run_1/met1.png
Bar = 20 um. Supply wires on this layer in gray. Cells faint in the background.
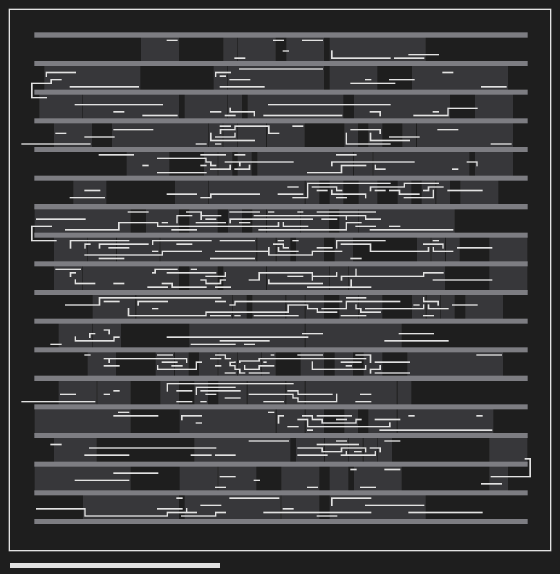
run_1/met2.png
Bar = 20 um. Cells faint in the background.
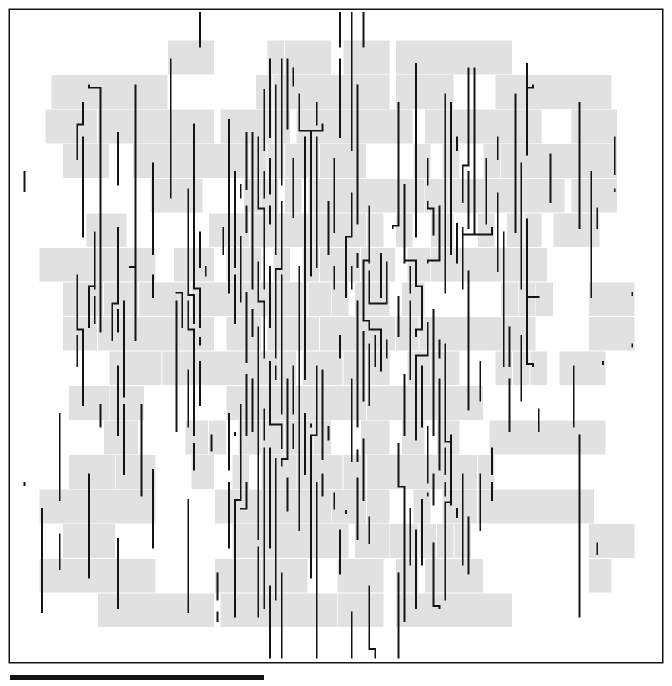
run_1/drive_strength.png
Bar = 20 um.
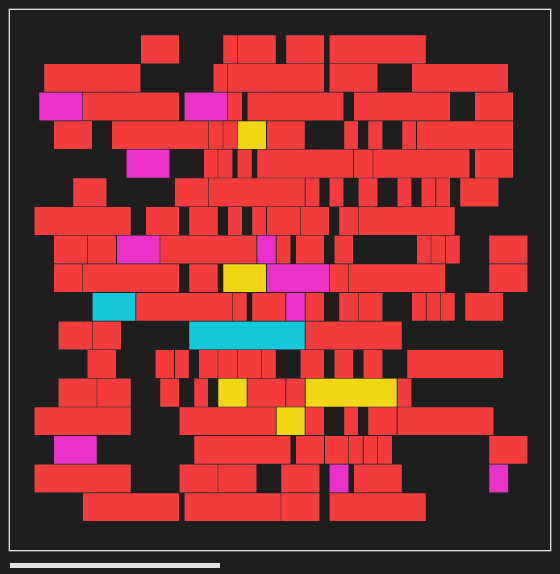
Design serial_word_rx_flat, sky130hd; sources not shown.
==> reports/results.md <==
| Result | This run | Unit |
|---|---|---|
| Outcome | finished clean | - |
| Number of hold-slack violations in the final timing report | 0 | - |
| Pre-antenna DRT Iters | 4 | - |
| CTS tree | yes | - |
| Busiest layer in global routing | met2 | - |
| Clk slew on worst S/H paths | 0.14 | ns |
| RSZ-0062 raised after global routing | false | - |
| CP max stage delay | 0.87 | ns |
| Mux area share | 0.0457 | - |
| Cells along the critical path | clkdlybuf4s50_1 | - |
| Internal reg-to-reg setup slack | 1.35 | ns |
| Final number of setup-violating endpoints | 0 | - |
| Die outline area | 2640 | um2 |
| Post-layout minimum cycle time | 2.02 | ns |
| Largest combinational cell category by area | simple AND/OR/NAND/NOR gates | - |
| Mean cell area of the mapped netlist | 10.9 | um2 |
| CP required | 2.61 | ns |
| Number of antenna repair diodes | 0 | - |
| PD cells | 661 | nW/um2 |
| Die outline width | 51.3 | um |
| GRT Util Overall | 0.211 | - |
| Initial detailed-routing violation count | 10 | - |
| Hold path depth | 2 | - |
| Remaining global-route overflow | 0 | - |
| Maximum VDD drop | 0.000372 | V |
| Cell area after layout | 1510 | um2 |
| Routed length per placed instance | 14.0 | um |
| Routed metal-1 wirelength | 937 | um |
| DRC viols | 0 | - |
| Number of instances in the placed design | 159 | - |
| Post-Syn Nets | 120 | - |
| Number of standard cells in the final layout excluding fillers | 164 | - |
| Number of buffers created by CTS | 3 | - |
| Master cell of the clock root buffer | clkbuf_4 | - |
| Seq share, synth | 0.569 | - |
| Initial antenna violation count | 0 | - |
| Tally of max-capacitance violations | 0 | - |
| Maximum number of pins on one net before global-route repair | 29 | - |
| Max_slew headroom | 0.604 | - |
| Cell Type Count | 23 | - |
| Met3 WL post-DR | 90 | um |
| Worst Reg-to-Reg Cells | 5 | - |
| Setup WS pre-CTS | 1.07 | ns |
| Clk buf depth | 2 | - |
| Share of synthesized cell area in and-or and or-and compound cells | 0.0934 | - |
| Lkg Pwr | 0.000752 | uW |
| Cells after synthesis | 113 | - |
| Cell class contributing the biggest share of worst-path delay | buffers and inverters | - |
| Category of the worst setup path capture point | output pin | - |
| Half-perimeter wire length after placement | 1580 | um |
| Maximum level of the CTS H-tree | 1 | - |
| Met2 layer wire length in the routed design | 1200 | um |
| Final Hold Slack | 0.251 | ns |
| Flops out of synthesis | 28 | - |
| Crit-path max FO | 8 | - |
| Yosys Warn Count | 0 | - |
| Total number of clock tree sinks | 28 | - |
| Area of the mapped netlist | 1230 | um2 |
| Period utilization | 0.695 | - |
| Total of hold buffers inserted after clock tree synthesis | 1 | - |
| Ratio of cells with drive above 1 in the final layout | 0.125 | - |
| Number of routed nets with antenna violations | 0 | - |
| Wire length of the first global-routing pass | 4020 | um |
| Share of the synthesized netlist area taken by xor and xnor gates | 0.0284 | - |
| Global placer's final weighted congestion | 0.805 | - |
| Yosys cell count | 113 | - |
| Cell row count | 17 | - |
| Area of placed instances | 1440 | um2 |
| # nets final | 144 | - |
| AND/OR/NAND/NOR Cells, Area Fraction | 0.216 | - |
| Transition time at the pin with the least slew margin | 0.587 | ns |
| CTS resizes | 0 | - |
| Via count of the first global-routing pass | 913 | - |
| Met3 track utilization from global routing | 0.0351 | - |
| Type of the tightest min-delay check | input port to register | - |
| I/O Pins | 20 | - |
| Via density per instance | 5.58 | - |
| Pre-placement core utilization | 0.568 | - |
| Max Fclk | 496 | MHz |
| Bufs and invs on worst path | 1 | - |
| Worst-case clock skew | 0.00375 | ns |
| CP arrival | 1.73 | ns |
| CP startpoint kind | register | - |
| Chip area in the Yosys report | 1230 | um2 |
| Clk Latency, worst-skew pair | 0.33 | ns |
| Core outline area | 2170 | um2 |
| Setup repair bufs after CTS | 0 | - |
| Cell count along the critical path | 1 | - |
| Max layer used | met4 | - |
| Adder-Cell Fraction of Synth Area | 0.0203 | - |
| Setup tns final | 0 | ns |
| Critical Path Slowest Stage Cell | clkdlybuf4s50_1 | - |
| # port buffers | 18 | - |
Back to the opening pictures, met1.png:
128 nets have wire on it. The layer carries 937 um of wire. The wires run mostly horizontal. The layer holds 41% of the routed length. The longest straight run is 13.3 um.
via count: 915
met1 usage in global routing: 0.246
aggregate routed wire length: 2300 um

Back to the opening pictures, met2.png:
The layer carries 1,200 um of wire. The longest straight run is 20.7 um. 117 nets have wire on it. The wires run mostly vertical. The layer holds 52% of the routed length.
GR met2 Demand/Resource: 0.366

Back to the opening pictures, drive_strength.png:
Cyan shows drive 6 and up, cells 2. Yellow shows drive 3 to 4, cells 5. Magenta shows drive 2, cells 10. Red shows drive 1 or less, cells 119.
non-clock buffer total of the final layout: 22
Worst Setup Slack, final: 0.885 ns
area grow syn2layout: 22.1%

[run 1: synth_stat cells]
master    count  area (um2)
buf_6         1        11.3
xor2_1        3        26.3
a211o_1       4        35.0
inv_1         2        7.51
o21ai_0       8        40.0
o21a_1        1        7.51
a21oi_1       2        10.0
nand4b_4      1        23.8
nor2_1        3        11.3
and2_1        1        6.26
nor2_4        1        11.3
o41ai_2       1        16.3
mux2_2        5        56.3
nor3b_1       9        67.6
dfrtp_1      28         701
nand3_1       5        25.0
ha_1          2        25.0
buf_2         2        10.0
nand2_1      29         109
or3_1         2        12.5
clkinv_2      1        5.00
xnor2_1       1        8.76
o22ai_1       1        6.26
[run 1: power breakdown]
part	internal [uW]	switching [uW]	total, uW
combinational	92.5	171	263
sequential	437	39.2	477
clock	140	116	256
total	670	325	995
[run 1: area by class of cell]
| type | count | area, um2 |
|---|---|---|
| Sequential cell | 28 | 701 |
| Clock inverter | 1 | 30.0 |
| Timing Repair Buffer | 19 | 185 |
| Fill cell | 163 | 664 |
| Clock buffer | 3 | 22.5 |
| Buffer | 3 | 21.3 |
| Tap cell | 28 | 35.0 |
| Multi-Input combinational cell | 79 | 498 |
| Inverter | 3 | 12.5 |
[run 1: per-stage QoR]
stage / total power [uW] / utilization
after CTS: 1000 / 0.694
after floorplan: 651 / -
after global routing: 1040 / 0.694
after detailed placement: 745 / 0.665
after global placement: 735 / 0.667
final: 995 / 0.694
[run 1: cell usage in the layout, fill, tap and decap left out, drive strengths merged, types with 2 or more instances in the layout]
cell,synthesis,routed
buf,3,4
mux2,5,5
nor2,4,4
or3,2,2
a21oi,2,2
o21ai,8,8
ha,2,2
nor3b,9,9
clkbuf,0,3
inv,2,2
nand2,29,29
clkdlybuf4s50,0,17
a211o,4,4
nand3,5,5
xor2,3,3
dfrtp,28,28
Power is estimated from default activity; no workload was simulated.
